run_1/met2.png
Drawn at 4 px/um.
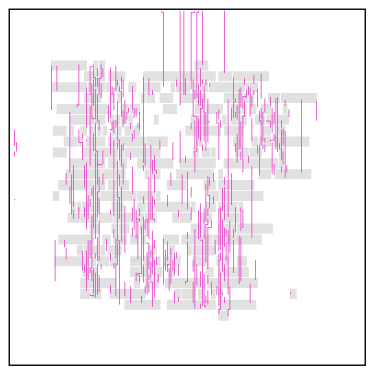
run_1/metal_stack.png
Drawn at 6 px/um. Two of the layers only.
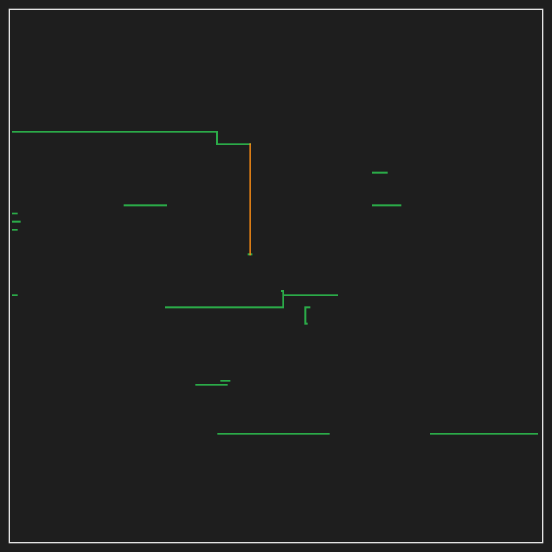
run_1/zoom.png
Window x 56 to 76, y 56 to 76 um. Cells in grey, sequential cells in the stronger grey; small squares are vias.
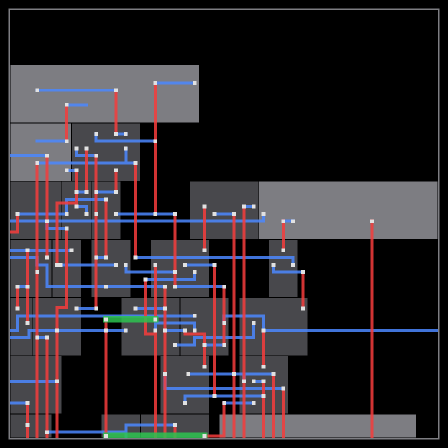
File: src/rtl/move_sched.sv
// Frame-tick driven scheduler sharing one movement engine between two characters.
// Each tick latches the active mask; pending characters are served round-robin.
//
// state | meaning
// IDLE  | nothing pending, waiting for a frame tick to set pend bits
// ISSUE | one-cycle start pulse for the round-robin selected character
// WAIT  | engine busy; leave on eng_done or when the timeout window expires
module move_sched #(
    parameter int TICK_DIV = 1000000,
    parameter int TIMEOUT  = 255
) (
    input  logic       clk,
    input  logic       rst_n,
    input  logic       en,
    input  logic [1:0] req_en,
    input  logic       eng_done,
    input  logic       clr_err,
    output logic       frame_tick,
    output logic       eng_start,
    output logic       eng_sel,
    output logic       busy,
    output logic       overrun,
    output logic       timeout_err
);

    localparam int TW = (TICK_DIV > 1) ? $clog2(TICK_DIV) : 1;
    localparam int WW = (TIMEOUT > 1) ? $clog2(TIMEOUT) : 1;
    localparam logic [TW-1:0] TICK_LAST = TW'(TICK_DIV - 1);
    localparam logic [WW-1:0] WAIT_LAST = WW'(TIMEOUT - 1);

    typedef enum logic [1:0] {
        IDLE  = 2'd0,
        ISSUE = 2'd1,
        WAIT  = 2'd2
    } state_t;

    state_t          state;
    state_t          state_nxt;
    logic [TW-1:0]   tick_cnt;
    logic [WW-1:0]   wait_cnt;
    logic [1:0]      pend;
    logic [1:0]      clr_mask;
    logic            last;
    logic            pick;
    logic            wait_exit;
    logic            wait_expired;
    logic            overrun_set;

    assign frame_tick   = en && (tick_cnt == TICK_LAST);
    assign pick         = pend[~last] ? ~last : last;
    assign clr_mask     = (state == ISSUE) ? {pick, ~pick} : 2'b00;
    assign wait_exit    = (state == WAIT) && (eng_done || (wait_cnt == WAIT_LAST));
    assign wait_expired = (state == WAIT) && !eng_done && (wait_cnt == WAIT_LAST);
    assign overrun_set  = frame_tick && ((state != IDLE) || (pend != 2'b00));

    always_ff @(posedge clk or negedge rst_n) begin
        if (!rst_n) begin
            tick_cnt <= '0;
        end else if (!en || (tick_cnt == TICK_LAST)) begin
            tick_cnt <= '0;
        end else begin
            tick_cnt <= tick_cnt + TW'(1);
        end
    end

    // A tick setting a bit wins over the ISSUE clearing the same bit.
    always_ff @(posedge clk or negedge rst_n) begin
        if (!rst_n) begin
            pend     <= 2'b00;
            last     <= 1'b1;
            wait_cnt <= '0;
        end else begin
            pend <= (pend & ~clr_mask) | (frame_tick ? req_en : 2'b00);
            if (state == ISSUE) begin
                last     <= pick;
                wait_cnt <= '0;
            end else if ((state == WAIT) && (wait_cnt != WAIT_LAST)) begin
                wait_cnt <= wait_cnt + WW'(1);
            end
        end
    end

    always_ff @(posedge clk or negedge rst_n) begin
        if (!rst_n) begin
            overrun     <= 1'b0;
            timeout_err <= 1'b0;
        end else begin
            if (overrun_set) begin
                overrun <= 1'b1;
            end else if (clr_err) begin
                overrun <= 1'b0;
            end
            if (wait_expired) begin
                timeout_err <= 1'b1;
            end else if (clr_err) begin
                timeout_err <= 1'b0;
            end
        end
    end

    always_ff @(posedge clk or negedge rst_n) begin
        if (!rst_n) begin
            state <= IDLE;
        end else begin
            state <= state_nxt;
        end
    end

    always_comb begin
        state_nxt = state;
        case (state)
            IDLE:    if (pend != 2'b00) state_nxt = ISSUE;
            ISSUE:   state_nxt = WAIT;
            WAIT:    if (wait_exit) state_nxt = (pend != 2'b00) ? ISSUE : IDLE;
            default: state_nxt = IDLE;
        endcase
    end

    always_comb begin
        eng_start = 1'b0;
        eng_sel   = 1'b0;
        busy      = (state != IDLE);
        case (state)
            ISSUE: begin
                eng_start = 1'b1;
                eng_sel   = pick;
            end
            WAIT:    eng_sel = last;
            default: eng_sel = 1'b0;
        endcase
    end

endmodule

File: config.mk
export PLATFORM = sky130hd
export DESIGN_NAME = move_sched
export DESIGN_NICKNAME = d
export VERILOG_FILES = /design/src/rtl/move_sched.sv
export SDC_FILE = /design/constraint.sdc
export NUM_CORES = 1
export LEC_CHECK = 0
export ABC_CLOCK_PERIOD_IN_PS = 2530
export CAP_MARGIN = 20
export CORE_MARGIN = 10
export CORE_UTILIZATION = 40
export CTS_BUF_LIST = sky130_fd_sc_hd__clkbuf_8 sky130_fd_sc_hd__clkbuf_16
export DETAILED_ROUTE_END_ITERATION = 10
export GPL_TIMING_DRIVEN = 0
export MAX_ROUTING_LAYER = met4
export SKIP_LAST_GASP = 1
export SYNTH_ARGS = -nofsm -noshare
export SYNTH_HDL_FRONTEND = slang
export SYNTH_SLANG_ARGS = --single-unit
File: constraint.sdc
create_clock -name clk -period 2.53 [get_ports clk]
set_clock_uncertainty 0.15 [all_clocks]
set_input_delay 0.506 -clock clk [delete_from_list [all_inputs] [get_ports clk]]
set_output_delay 0.506 -clock clk [all_outputs]
set_load 0.01 [all_outputs]
==> flow_summary.toml, run 1 <==
# synthesis and place-and-route metrics
[timing]
rsz0062_at_grt = "yes"
period_minus_slack_ps = 2530
worst_pin_slew_ps = 770
fmaxAchievable_ghz = 0.396
finalClockPeriodUsage_pct = 99.8
slew_headroom_pct = 48.6
finalSetupViolCount = 0
tns_ps = 0

[power]
ir_drop_mv = 0.431
switching_share_pct = 29.0
p_int_w = 0.00108
leakage_nw = 0.999
combPwrFrac_pct = 22.1
pwr-share-seq_pct = 43.7
p_switching_w = 0.000443
clockPowerShare_pct = 34.2

[synthesis]
async_reset_ff_share_pct = 100
edf_count = 0
synth.cell_area_sq_um = 1890
synth.avg_cell_area_sq_um = 9.72
synth_warnings = 0
numSynthFlops = 35
yosys_area_sq_um = 1890
ys_cells = 194
ys_seq_share_pct = 46.5
ff_type = "dfrtp_1"
synthesis.nets = 208

[floorplan]
die_h_um = 88.7
fp-row-count = 24
core-area_sq_um = 4440
die_w_um = 88.7
chip_area_sq_um = 7860
io_pins = 13

[route]
drtAntennaViolNets = 0
drc = 0
post_drt_wl_per_cell_um = 14.4
wirelength_um = 3980
drt_pre_antenna_iters = 4
via_per_inst = 5.37
vias = 1481
drtIter0Drc = 85

[grt]
antenna_found_initial = 0
grt.overflow.total = 0
grt_pass1_vias = 1489
grt_pass1_wl_um = 6970
track_usage_pct = 11.6

[placed_design]
place_hpwl_um = 2780
place_congestion = 0.824
port_buffers = 12
placed_cell_area_sq_um = 2070

[worst_setup_path]
path_cells = "or4_4 -> nor2_2 -> nand4_1 -> buf_4 -> buf_4 -> buf_4 -> buf_4 -> buf_4 -> buf_4 -> buf_4 -> and3_1"
crit_path_end_kind = "register"
max_stage_delay_ps = 540
crit_fanout = 4
arrival_ps = 2560
start_kind = "register"
cp.required_ps = 2560
crit_top_cell = "buf_4"
crit_type = "register to register"
cpMaxStageDelayCell = "or4_4"

[clock_tree]
cts_hold_buf = 0
post_cts_buffers = 10
clockBufferDepth = 2
clkTransAtPathRegs_ps = 70
clock-sinks = 35
postCtsResizedCells = 11
clk_latency_ps = 290
cts.htree.levels = 2
cts-root-buf = "clkbuf_8"

[hold_path]
hold_class = "input port to async pin"

[final_layout]
final_area_sq_um = 2290
fillers = 399
nets = 237
lay_top_count = "dfrtp_1"
drive_gt1_share_pct = 17.9
num_antenna_cells = 0

[job]
cap_violations = 0
tool_warnings = 31

[outcome]
status = "finished, final reports clean"
About met2.png:
- share of all routed wire: 48%
- longest straight run: 29.2 um
- main direction: vertical
- nets with wire on the layer: 192

About metal_stack.png:
- orange: met4 (wire length 18.4 um)
- green: met3 (wire length 137 um)

About zoom.png:
- green: met3
- blue: met1
- red: met2
- netlist names of flops here include: wait_cnt (2)
- cells with their middle in the window: 18
- sequential cells in the window: 2

-- run 1: cell usage after synthesis, types with 2 or more instances --
master,number,area [sq um]
ha_1,7,87.6
o31ai_1,2,15.0
nor2_1,25,93.8
nand4_1,3,18.8
o41ai_1,2,17.5
nand4_4,2,42.5
or4_1,3,22.5
o21ai_0,5,25.0
nand2b_1,2,12.5
or3_1,3,18.8
xor2_1,9,78.8
xnor2_1,8,70.1
a21oi_1,8,40.0
nor3_1,4,20.0
o21ai_1,2,10.0
nand2_1,18,67.6
and3_1,3,18.8
o211ai_1,2,15.0
dfrtp_1,34,851
and2_1,3,18.8
nor4_1,2,12.5
or4b_1,2,20.0
nand3_1,6,30.0
inv_1,13,48.8
nor2b_1,3,18.8
-- run 1: power by group through the flow --
| stage | clock, W | combinational [W] | sequential [W] |
|---|---|---|---|
| global placement | 0 | 0.000315 | 0.000668 |
| CTS | 0.000539 | 0.000330 | 0.000663 |
| finish | 0.000523 | 0.000338 | 0.000667 |
| global route | 0.000563 | 0.000388 | 0.000674 |
| detailed placement | 0 | 0.000325 | 0.000673 |
| floorplan | 0 | 0.000213 | 0.000662 |
-- run 1: cell type report --
class / instances / area [sq um] / share of cell area (%)
Sequential cell: 35 / 881 / 38.5
Multi-Input combinational cell: 143 / 972 / 42.5
Buffer: 3 / 16.3 / 0.711
Tap cell: 52 / 65.1 / 2.84
Timing Repair Buffer: 22 / 188 / 8.20
Clock inverter: 2 / 35.0 / 1.53
Inverter: 13 / 48.8 / 2.13
Clock buffer: 6 / 82.6 / 3.61
-- run 1: worst paths after layout --
kind                           endpoint  slack, ps         from  cells past startpoint
max                         tick_cnt[1]          4  tick_cnt[7]                     11
min                        tick_cnt[15]        140        rst_n                      1
max reg2reg                 tick_cnt[1]          4  tick_cnt[7]                     11
min reg2reg                 tick_cnt[0]        310  tick_cnt[0]                      1
max in group asynchronous   tick_cnt[7]       1550        rst_n                      1
min in group clk            tick_cnt[0]        310  tick_cnt[0]                      1
-- run 1: per-layer routing --
metal  wire [um]  up-vias  global-route usage [%]
met4          18        0                    3.67
met5           0        -                       -
met3         136        2                    4.04
met2        1890       23                    17.2
li1            -      743                       -
met1        1930      713                    14.5
-- run 1: critical path: cells and delay by family, from the launching register on --
kind | cells | cell delay, ps
buffers and inverters | 7 | 900
flip-flops | 1 | 410
AND/OR/NAND/NOR | 4 | 960
-- run 1: flip-flops by register name, summed over array words and instances (netlist names) --
name and flops:
timeout_err 1, overrun 1, pend 2, wait_cnt 8
tick_cnt 20, state 2, last 1
-- run 1: per-stage QoR --
step	utilization, %	worst slack (ps)	instances	total power (W)	hold slack, ps
floorplan	-	421	194	0.000875	60.4
global placement	46.6	-286	258	0.000983	290
detailed placement	46.5	-281	258	0.000998	303
CTS	51.0	1.68	276	0.00153	167
global route	51.5	-39.0	276	0.00162	198
finish	51.5	4.12	276	0.00153	144
-- run 1: kinds of logic (layout without fill, tap and decap cells) --
group	Yosys count	count (layout)	synth area share [%]
mux	1	1	0.597
flops	35	35	46.5
xor+xnor	17	17	7.90
simple gates	87	87	26.1
compound gates	31	31	10.8
fa+ha+maj	7	7	4.64
buf+inv	16	46	3.45
run_1/port_nets.png
Drawn at 4 px/um.
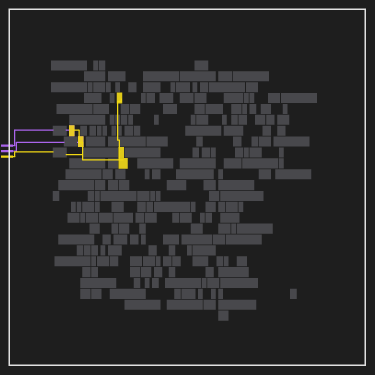

==> run 2, diff against run 1 <==
--- a/config.mk
+++ b/config.mk
@@ -8,8 +8,9 @@
 export ABC_CLOCK_PERIOD_IN_PS = 2530
 export CAP_MARGIN = 20
 export CORE_MARGIN = 10
-export CORE_UTILIZATION = 40
+export CORE_UTILIZATION = 34
 export CTS_BUF_LIST = sky130_fd_sc_hd__clkbuf_8 sky130_fd_sc_hd__clkbuf_16
+export CTS_CLUSTER_SIZE = 40
 export DETAILED_ROUTE_END_ITERATION = 10
 export GPL_TIMING_DRIVEN = 0
 export MAX_ROUTING_LAYER = met4
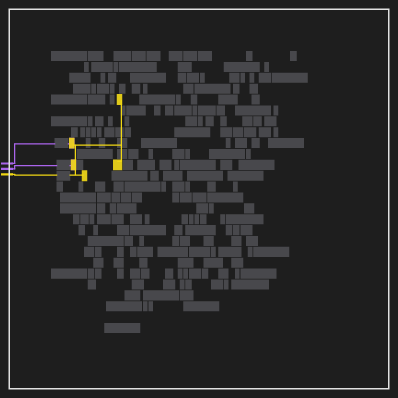
run_2/port_nets.png
Drawn at 4 px/um.
- purple: req_en (bits 2; direction input; end cells 2; buffers 2; wire 28.8 um)
- yellow: en (bits 1; direction input; end cells 5; buffers 1; wire 50.8 um)

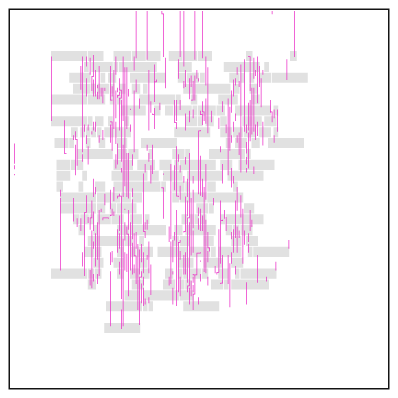
run_2/met2.png
Drawn at 4 px/um.
- wire length on this layer: 1810 um
- nets with wire on the layer: 187
- share of all routed wire: 46%
- longest straight run: 29.6 um
- main direction: vertical

==> run 2 against run 1 <==
Synthesized cell count unchanged; register-to-register slack improved by 20 ps; sequential share of layout area increased by 0.11 points; combinational power decreased by 3%; routed wire length decreased by 1.7%; largest power group unchanged; highest routed layer unchanged.
==> flow_summary.toml, run 2 <==
# synthesis and place-and-route metrics
[job]
cap_violations = 0
tool_warnings = 32

[floorplan]
core-area_sq_um = 5440
die_h_um = 94.5
fp-row-count = 27
io_pins = 13
die_w_um = 94.5
chip_area_sq_um = 8920

[timing]
finalSetupViolCount = 0
worst_pin_slew_ps = 804
slew_headroom_pct = 46.4
period_minus_slack_ps = 2510
fmaxAchievable_ghz = 0.399
finalClockPeriodUsage_pct = 99.0
worst_slack_ps = 24.4
rsz0062_at_grt = "yes"

[synthesis]
edf_count = 0
synth_warnings = 0
mux_area_share_pct = 0.597
adder_share_pct = 4.64
compound_area_share_pct = 10.7
netlist.area_leader.share_pct = 45.1
ff_type = "dfrtp_1"
async_reset_ff_share_pct = 100
synthesis.nets = 208
yosysMostFrequentCell = "dfrtp_1"
yosys_area_sq_um = 1890
ys_cells = 194
synth_top_cell_by_area = "dfrtp_1"
ys_seq_share_pct = 46.5
synthTopLogicFamily = "simple AND/OR/NAND/NOR gates"
numSynthFlops = 35
yosys-top-cells-area = "dfrtp_1, nor2_1, ha_1"
synth.avg_cell_area_sq_um = 9.72
common_cells = "dfrtp_1, nor2_1, nand2_1"
synth.cell_area_sq_um = 1890

[worst_setup_path]
rr_endpoint = "tick_cnt[1]"
start_kind = "register"
cp.required_ps = 2570
r2r_slack_ps = 20
crit_path_end_kind = "register"
arrival_ps = 2540
reg2regPathDepth = 11
crit_fanout = 4
crit_type = "register to register"

[placed_design]
place_congestion = 0.770
place_hpwl_um = 2640
port_buffers = 12
pre_cts_ws_ps = -290

[route]
drt-met1-wl_um = 1940
top_layer_used = "met4"
met3_length_um = 86
drt_pre_antenna_iters = 4
drtIter0Drc = 68
vias = 1473
wl_met2_um = 1810
drtAntennaViolNets = 0
drc = 0
wirelength_um = 3910
via_per_inst = 4.98
post_drt_wl_per_cell_um = 13.2

[grt]
grt_pass1_vias = 1517
antenna_found_initial = 0
track_usage_pct = 9.90
grt_pass1_wl_um = 7000
grt.overflow.total = 0

[power]
leakage_nw = 0.988
ir_drop_mv = 0.424
finalPower_w = 0.00139

[final_layout]
largest_register_ffs = 20
lay_top_count = "dfrtp_1"
layout_top_cells = "dfrtp_1, nor2_1, nand2_1"
fillers = 528
drive_gt1_share_pct = 17.0
num_antenna_cells = 0
combGateArea_sq_um = 971
regMostFlops = "tick_cnt"
nets = 237
regArea_sq_um = 880
top_regs = "tick_cnt (20), wait_cnt (8)"

[clock_tree]
cts_hold_buf = 0
clk_latency_ps = 290
clock-sinks = 35
clkTransAtPathRegs_ps = 80
cts.htree.levels = 2
cts-root-buf = "clkbuf_8"
clockBufferDepth = 2

[hold_path]
hold_class = "input port to async pin"

[outcome]
status = "finished, final reports clean"
[run 2: cell counts after synthesis]
No cell type changed its count.
[run 2: worst max-delay path, stage by stage (launching register included)]
cell and delay, ps:
dfrtp_2 410, or4_4 550, nor2_4 110, nand4_1 120, buf_4 160, buf_4 120
buf_4 120, buf_4 120, buf_4 120, buf_4 120, buf_4 140, and3_1 170
[run 2: logic make-up after synthesis]
kind of cell | after synthesis
AND/OR/NAND/NOR | 87
flip-flops | 35
AND-OR/OR-AND | 31
XOR/XNOR | 17
buffers and inverters | 16
adder cells (fa/ha/maj) | 7
multiplexers | 1
[run 2: final cells by class]
class	instances	share of cell area, %
Clock buffer	5	3.02
Tap cell	72	3.95
Buffer	3	0.714
Sequential cell	35	38.6
Inverter	13	2.14
Multi-Input combinational cell	143	42.6
Clock inverter	3	0.714
Timing Repair Buffer	22	8.24
[run 2: where the power goes]
group / total [W] / switching, W / internal (W)
combinational: 0.000328 / 0.000182 / 0.000146
sequential: 0.000663 / 0.0000506 / 0.000613
clock: 0.000401 / 0.000212 / 0.000188
[run 2: how the worst max path moves through the flow]
stage	end	depth (start not counted)	start	slack, ps
after floorplan	frame_tick	4	tick_cnt[7]	420
after global placement	frame_tick	5	tick_cnt[7]	-310
after detailed placement	frame_tick	5	tick_cnt[7]	-290
after CTS	frame_tick	4	tick_cnt[8]	-10
after global routing	tick_cnt[1]	11	tick_cnt[7]	-90
final	tick_cnt[1]	11	tick_cnt[7]	20
[run 2: per-stage QoR]
stage,TNS (ps),hold WS (ps),util [%],cells,cell area [sq um]
2_1_floorplan,0,60.4,-,194,1890
3_3_place_gp,-1920,293,38.5,278,2100
3_5_place_dp,-290,296,38.4,278,2090
4_1_cts,-11.4,179,41.7,296,2270
5_1_grt,-90.1,198,41.9,296,2280
6_report,0,144,41.9,296,2280
[run 2: metal layers]
metal	vias to the layer above	global-route usage, %
li1	737	-
met1	718	12.0
met2	11	15.2
met3	7	2.78
met4	0	4.11
met5	-	-
[run 2: what timing repair did]
| action | CTS | global route |
|---|---|---|
| endpoints found under the setup margin | 2 | 6 |
| setup buffers | 10 | 0 |
| gates resized | 9 | 6 |
| pin swaps | 3 | 0 |
| endpoints found under the hold margin | 0 | 0 |
run_2/final_clocks.png
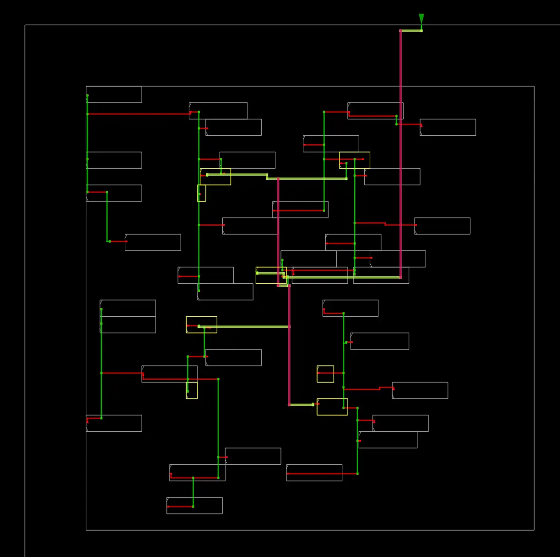

==> run 3, diff against run 2 <==
--- a/config.mk
+++ b/config.mk
@@ -12,9 +12,9 @@
 export CTS_BUF_LIST = sky130_fd_sc_hd__clkbuf_8 sky130_fd_sc_hd__clkbuf_16
 export CTS_CLUSTER_SIZE = 40
 export DETAILED_ROUTE_END_ITERATION = 10
-export GPL_TIMING_DRIVEN = 0
 export MAX_ROUTING_LAYER = met4
 export SKIP_LAST_GASP = 1
+export SLEW_MARGIN = 20
 export SYNTH_ARGS = -nofsm -noshare
 export SYNTH_HDL_FRONTEND = slang
 export SYNTH_SLANG_ARGS = --single-unit
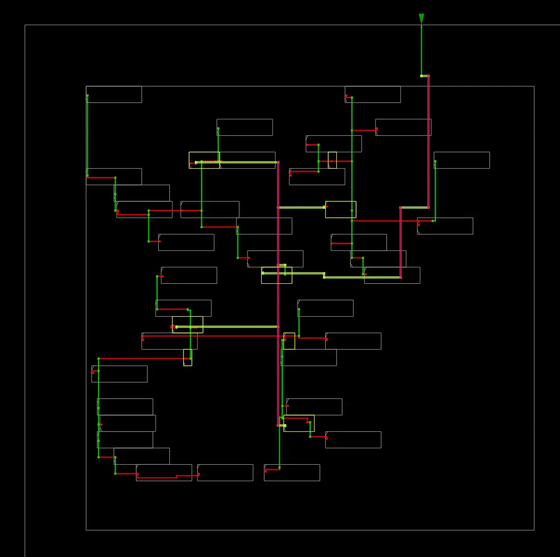
run_3/final_clocks.png
CTS Sinks: 35
clock-net power: 0.000378 W
Num CTS Buffers: 5

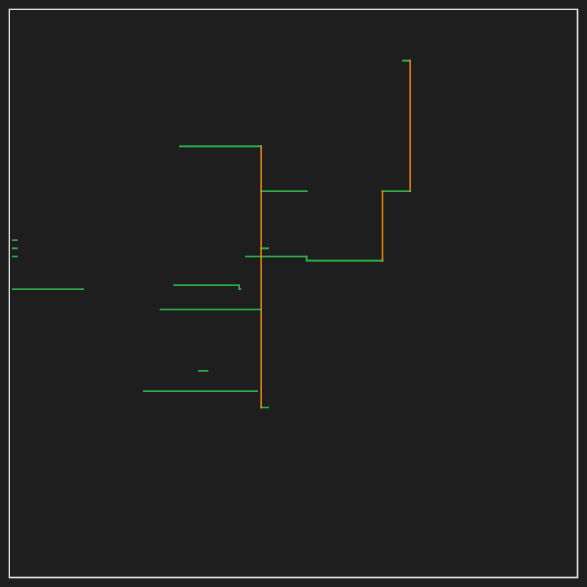
run_3/metal_stack.png
Drawn at 6 px/um. Two of the layers only.
- orange: met4 (wire length 76.8 um)
- green: met3 (wire length 115 um)

==> run 3 against run 2 <==
Combinational power grew 2%; setup slack gained 97 ps; area after synthesis stayed put; die size stayed put; worst hold slack worse by 8.3 ps; final area grew 0.22%; sequential power rose by 0.6%; fmax is 4.0% higher; highest routed layer unchanged.
==> flow_summary.toml, run 3 <==
# synthesis and place-and-route metrics
[route]
post_drt_wl_per_cell_um = 12.9
drc = 0
wirelength_um = 3830
drtIter0Drc = 59
drt_pre_antenna_iters = 4
via_per_inst = 4.92
vias = 1460
drtAntennaViolNets = 0

[power]
leakage_nw = 0.999
ir_drop_mv = 0.429
finalPower_w = 0.00138

[floorplan]
chip_area_sq_um = 8920
core-area_sq_um = 5440
die_w_um = 94.5
fp-row-count = 27
io_pins = 13

[clock_tree]
clockBufferDepth = 2
cts_hold_buf = 0
cts.htree.levels = 2
cts-root-buf = "clkbuf_8"

[worst_setup_path]
path_cells = "inv_1 -> ha_1 -> a22oi_1 -> nor2b_1 -> clkdlybuf4s50_1"
crit_fanout = 4
crit_type = "register to output port"
cp.required_ps = 1870
arrival_ps = 1750
crit_family = "buffers and inverters"
r2r_slack_ps = 560
cpMaxStageDelayCell = "clkdlybuf4s50_1"
start_kind = "register"
crit_path_end_kind = "output port"
max_stage_delay_ps = 540

[synthesis]
yosysMostFrequentCell = "dfrtp_1"
yosys_area_sq_um = 1890
async_reset_ff_share_pct = 100
edf_count = 0
common_cells = "dfrtp_1, nor2_1, nand2_1"
ff_type = "dfrtp_1"
synthesis.nets = 208
netlist.area_leader.share_pct = 45.1
synth.cell_area_sq_um = 1890
synth.avg_cell_area_sq_um = 9.72
numSynthFlops = 35
synth_top_cell_by_area = "dfrtp_1"
ys_seq_share_pct = 46.5

[final_layout]
num_antenna_cells = 0
largest_register_ffs = 20
stdcell_count = 297
lay_top_count = "dfrtp_1"
final_area_sq_um = 2280
nets = 238
drive_gt1_share_pct = 14.2
regMostFlops = "tick_cnt"
top_regs = "tick_cnt (20), wait_cnt (8)"

[timing]
finalSetupViolCount = 0
tns_ps = 0
finalClockPeriodUsage_pct = 95.2
worst_pin_slew_ps = 763
fmaxAchievable_ghz = 0.415

[grt]
grt_pass1_vias = 1428
grt.overflow.total = 0
grt_pass1_wl_um = 6490

[hold_path]
hold_class = "input port to async pin"

[job]
cap_violations = 0
tool_warnings = 30

[placed_design]
port_buffers = 12
dp.cells = 289
place_congestion = 0.787
place_hpwl_um = 2800
placed_cell_area_sq_um = 2190

[outcome]
status = "finished, final reports clean"
==> run 3: worst reg2reg max path, stage by stage (launching register included) <==
cell	delay [ps]
dfrtp_1	350
buf_4	140
nand4_4	140
or3_4	450
or4b_1	500
a21oi_1	160
==> run 3: per-layer routing <==
metal | global-route usage [%] | vias up | share of wire (%)
met5 | - | - | 0
met4 | 4.24 | 0 | 2.0
met3 | 2.78 | 9 | 3.0
met2 | 13.4 | 17 | 45
met1 | 12.0 | 691 | 49
li1 | - | 743 | -
==> run 3: what timing repair did <==
action / in CTS / in global routing
gates resized: 3 / 4
setup endpoints to repair: 1 / 2
pin swaps: 0 / 1
==> run 3: worst paths after layout <==
check                           cells past startpoint            to        start
worst min-delay path                                1   wait_cnt[6]        rst_n
worst min register to register                      1   tick_cnt[0]  tick_cnt[0]
worst max-delay path                                5       eng_sel     state[1]
max in group asynchronous                           1  tick_cnt[19]        rst_n
worst max register to register                      5  tick_cnt[18]  tick_cnt[7]
min in group clk                                    1   tick_cnt[0]  tick_cnt[0]
==> run 3: where the power goes <==
group	internal [W]	switching [W]
registers	0.000613	0.0000536
clock network	0.000185	0.000193
logic	0.000157	0.000179
==> run 3: cell type report <==
cell class	instances	area, sq um
fillers	506	3160
multi-input cells	143	958
flip-flops and latches	35	877
repair buffers	26	228
well taps	72	90.1
clock buffers	5	68.8
inverters	13	48.8
clock inverters	3	12.5
==> run 3: through the flow <==
stage               setup slack, ps  util, %  hold WS, ps
global route                   2.25     42.0          201
global placement               52.0     40.3          285
CTS                            15.4     41.8          167
floorplan                       421        -         60.4
detailed placement             46.4     40.3          297
finish                          121     42.0          135
==> run 3: kinds of logic after synthesis <==
logic type,after synthesis,synth area share (%)
muxes,1,0.597
xor gates and xnor gates,17,7.90
DFF,35,46.5
and+or+nand+nor,87,26.1
AOI/OAI and AO/OA,31,10.8
adders and majority gates,7,4.64
buffers and inverters,16,3.45
Power and IR drop assume default switching activity.
